==> run_1/wire_density.png <==
The die is cut into 21 by 25 equal tiles; black is low, pale yellow is high, scaled to the fullest tile. Values are wire area over tile area, all layers added.
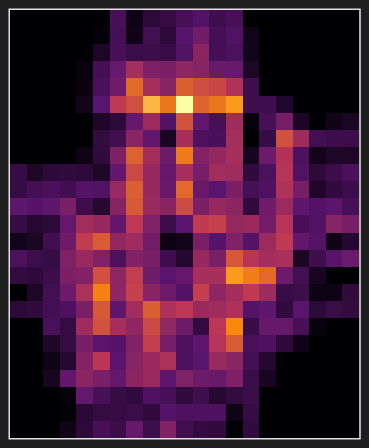
==> run_1/met1.png <==
Supply wires on this layer in gray.
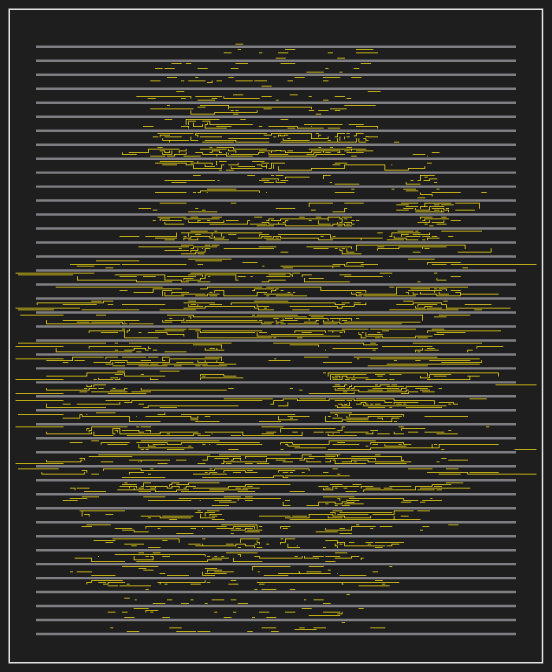
==> run_1/final_placement.png <==
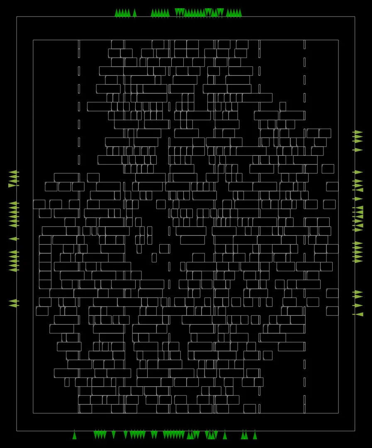
<file path="config.mk">
export PLATFORM = sky130hd
export DESIGN_NAME = demux_lane_router
export DESIGN_NICKNAME = d
export VERILOG_FILES = /design/src/rtl/demux_lane_router.sv
export SDC_FILE = /design/constraint.sdc
export NUM_CORES = 1
export LEC_CHECK = 0
export CAP_MARGIN = 5
export CORE_ASPECT_RATIO = 1.25
export CORE_MARGIN = 5
export CORE_UTILIZATION = 35
export DETAILED_ROUTE_END_ITERATION = 8
export PLACE_DENSITY = 0.65
export SYNTH_ARGS = -nofsm -noshare
export SYNTH_HDL_FRONTEND = slang
export SYNTH_SLANG_ARGS = --single-unit
</file>
<file path="constraint.sdc">
create_clock -name clk -period 2.73 [get_ports clk]
set_input_delay 0.273 -clock clk [delete_from_list [all_inputs] [get_ports clk]]
set_output_delay 0.273 -clock clk [all_outputs]
set_load 0.05 [all_outputs]
</file>
<file path="src/rtl/demux_lane_router.sv">
// demux_lane_router
//   Registered 1-to-LANES demultiplexer. One DATA_W-bit input stream is
//   steered into one of LANES holding registers. Each register has its own
//   valid/ack handshake toward its consumer. The target lane is either the
//   explicit select (manual mode) or an internal round-robin pointer (auto
//   mode). Auto mode re-expands a time-multiplexed stream into parallel lanes.
//
// Ports
//   clk         rising-edge clock
//   rst         synchronous reset, active-high
//   din         input data word
//   din_valid   din holds a word to deliver
//   din_ready   target lane is empty; word is taken this cycle if din_valid
//   sel         target lane in manual mode
//   auto_en     1 = target is ptr, 0 = target is sel
//   lane_data   lane i at bits [i*DATA_W +: DATA_W]
//   lane_valid  lane i holds an unconsumed word
//   lane_ack    consumer of lane i takes the word
//   ptr         current round-robin pointer
//   frame_done  one-cycle pulse after an auto-mode accept into lane LANES-1
//   ovf_cnt     saturating count of stalled cycles (din_valid & ~din_ready)
//
// Handshake
//   Input side: a word transfers on a clock edge where din_valid and
//   din_ready are both 1. din_ready depends only on the target lane's
//   registered valid bit (plus rst), never on din_valid.
//   Lane side: a word is consumed on a clock edge where lane_valid[i] and
//   lane_ack[i] are both 1; lane_ack to an empty lane has no effect.
//   There is no bypass: a lane freed by an ack becomes ready one cycle later.

module demux_lane_router #(
  parameter int DATA_W = 8,
  parameter int LANES  = 8,
  parameter int SEL_W  = 3
) (
  input  logic                      clk,
  input  logic                      rst,
  input  logic [DATA_W-1:0]         din,
  input  logic                      din_valid,
  output logic                      din_ready,
  input  logic [SEL_W-1:0]          sel,
  input  logic                      auto_en,
  output logic [DATA_W*LANES-1:0]   lane_data,
  output logic [LANES-1:0]          lane_valid,
  input  logic [LANES-1:0]          lane_ack,
  output logic [SEL_W-1:0]          ptr,
  output logic                      frame_done,
  output logic [7:0]                ovf_cnt
);

  logic [SEL_W-1:0] tgt;
  logic             accept;

  assign tgt       = auto_en ? ptr : sel;
  // rst gates ready so no word is taken during a reset cycle.
  assign din_ready = ~lane_valid[tgt] & ~rst;
  assign accept    = din_valid & din_ready;

  always_ff @(posedge clk) begin
    if (rst) begin
      lane_data  <= '0;
      lane_valid <= '0;
      ptr        <= '0;
      frame_done <= 1'b0;
      ovf_cnt    <= '0;
    end else begin
      for (int i = 0; i < LANES; i++) begin
        // Accept and ack can never hit the same lane in one cycle: accept
        // requires the lane to be empty, and an ack to an empty lane is a no-op.
        if (accept && (tgt == SEL_W'(i))) begin
          lane_data[i*DATA_W +: DATA_W] <= din;
          lane_valid[i]                 <= 1'b1;
        end else if (lane_ack[i]) begin
          lane_valid[i] <= 1'b0;
        end
      end

      // LANES is a power of two, so natural overflow gives the wrap to 0.
      if (accept && auto_en) begin
        ptr <= ptr + SEL_W'(1);
      end

      frame_done <= accept & auto_en & (ptr == SEL_W'(LANES - 1));

      if (din_valid && !din_ready && (ovf_cnt != 8'hFF)) begin
        ovf_cnt <= ovf_cnt + 8'd1;
      end
    end
  end

endmodule

</file>
==> run_results.csv, run 1 <==
group,metric,value,unit
status,outcome,"finished, final reports clean",
cells_and_area,finalInstanceArea,5200,um^2
critical_path,critical_path.max_fanout,25,
min_path,hold_end,"lane_valid[3]",
power,p_total,2.68,mW
synthesis,postSynth.asyncResetShare,0,%
power,p_seq_share,46.8,%
critical_path,cp.arrival,2.26,ns
power,power_leader,"registers",
clock_tree,post_cts_buffers,0,
critical_path,rr_worst_depth,6,
global_routing,grt_use_total,18.1,%
detailed_routing,drt_first_iter_violations,230,
clock_tree,root_buffer,"clkbuf_16",
cells_and_area,final_util,48.8,%
power,combPwrFrac,11.6,%
sta,finalSetupTns,0,ns
clock_tree,cts.sinks,84,
cells_and_area,n_antenna_cell,0,
detailed_routing,dr.max_layer_used,"met4",
sta,fin_hold_ws,0.237,ns
place,place_inst,630,
floorplan,fp-row-count,42,
cells_and_area,lay_top_cells,"clkdlybuf4s50_1, dfxtp_1, a21oi_1",
critical_path,rr_startpoint,"ptr[1]",
cells_and_area,clock_buffers,10,
power,total_leakage_power,1.74,nW
power,combinationalPower,0.310,mW
clock_tree,cts_buffers,9,
critical_path,critical_path_class,"reg2out",
cells_and_area,drive_gt1_share,11.6,%
synthesis,simple_gate_share,19.4,%
synthesis,edf_count,0,
place,dpl-instance-area,4920,um^2
clock_tree,clockBufferDepth,2,
sta,max_freq,395,MHz
detailed_routing,viasPerCell,5.63,
cells_and_area,area_share_nonclk_buffers,22.9,%
power,pwr.group.clock,1.11,mW
sta,clock_skew,0.00596,ns
sta,period_needed,2.53,ns
cells_and_area,nNonClkInverters,5,
synthesis,top_area_cell,"dfxtp_1",
Notes on wire_density.png above:
The emptiest ninth of the die: upper left. The mean over all tiles is 0.15. The densest ninth of the die: center. 26% of the tiles are nearly empty. The fullest tile reaches 0.69.

Notes on met1.png above:
488 nets have wire on it. The layer carries 4,890 um of wire. The wires run mostly horizontal. The longest straight run is 27.6 um.

Notes on final_placement.png above:
Tap Count: 132
fin cells: 648
Fill cells: 1,019

==> run 2, diff against run 1 <==
--- a/config.mk
+++ b/config.mk
@@ -11,6 +11,8 @@
 export CORE_UTILIZATION = 35
 export DETAILED_ROUTE_END_ITERATION = 8
 export PLACE_DENSITY = 0.65
+export SKIP_CTS_REPAIR_TIMING = 1
 export SYNTH_ARGS = -nofsm -noshare
 export SYNTH_HDL_FRONTEND = slang
 export SYNTH_SLANG_ARGS = --single-unit
+export TNS_END_PERCENT = 10
==> run_2/cell_classes.png <==
Scale bar: 20 um. Fill, decap, tap and diode cells in gray.
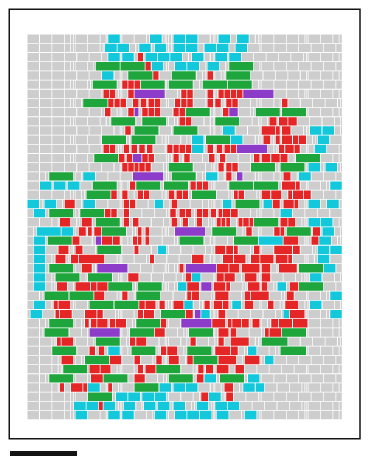
Key: cyan = other buffers and delay cells [cells 121, share of their area 24%]; green = flip-flops [cells 84, share of their area 33%]; red = all other logic [cells 295, share of their area 38%]; purple = clock drivers and dummy loads [cells 16, share of their area 5.3%]

==> run_results.csv, run 2 <==
group,metric,value,unit
clock_tree,cts.sinks,84,
global_routing,grt_use_total,18.1,%
detailed_routing,drt_first_iter_violations,230,
power,combPwrFrac,11.6,%
cells_and_area,nNonClkInverters,5,
floorplan,fp-row-count,42,
place,dpl-instance-area,4920,um^2
cells_and_area,fillers,1019,
synthesis,postSynth.asyncResetShare,0,%
clock_tree,cts_buffers,9,
critical_path,rr_worst_depth,6,
sta,fin_hold_ws,0.237,ns
status,outcome,"finished, final reports clean",
power,p_seq_share,46.8,%
place,place_inst,630,
cells_and_area,drive_gt1_share,11.6,%
cells_and_area,finalInstanceArea,5200,um^2
clock_tree,root_buffer,"clkbuf_16",
critical_path,critical_path.max_fanout,25,
cells_and_area,final_cells,648,
sta,finalSetupTns,0,ns
critical_path,rr_startpoint,"ptr[1]",
synthesis,edf_count,0,
cells_and_area,n_antenna_cell,0,
sta,max_freq,395,MHz
power,p_total,2.68,mW
cells_and_area,clock_buffers,10,
synthesis,simple_gate_share,19.4,%
critical_path,cp.arrival,2.26,ns
Power is estimated from default activity; no workload was simulated.
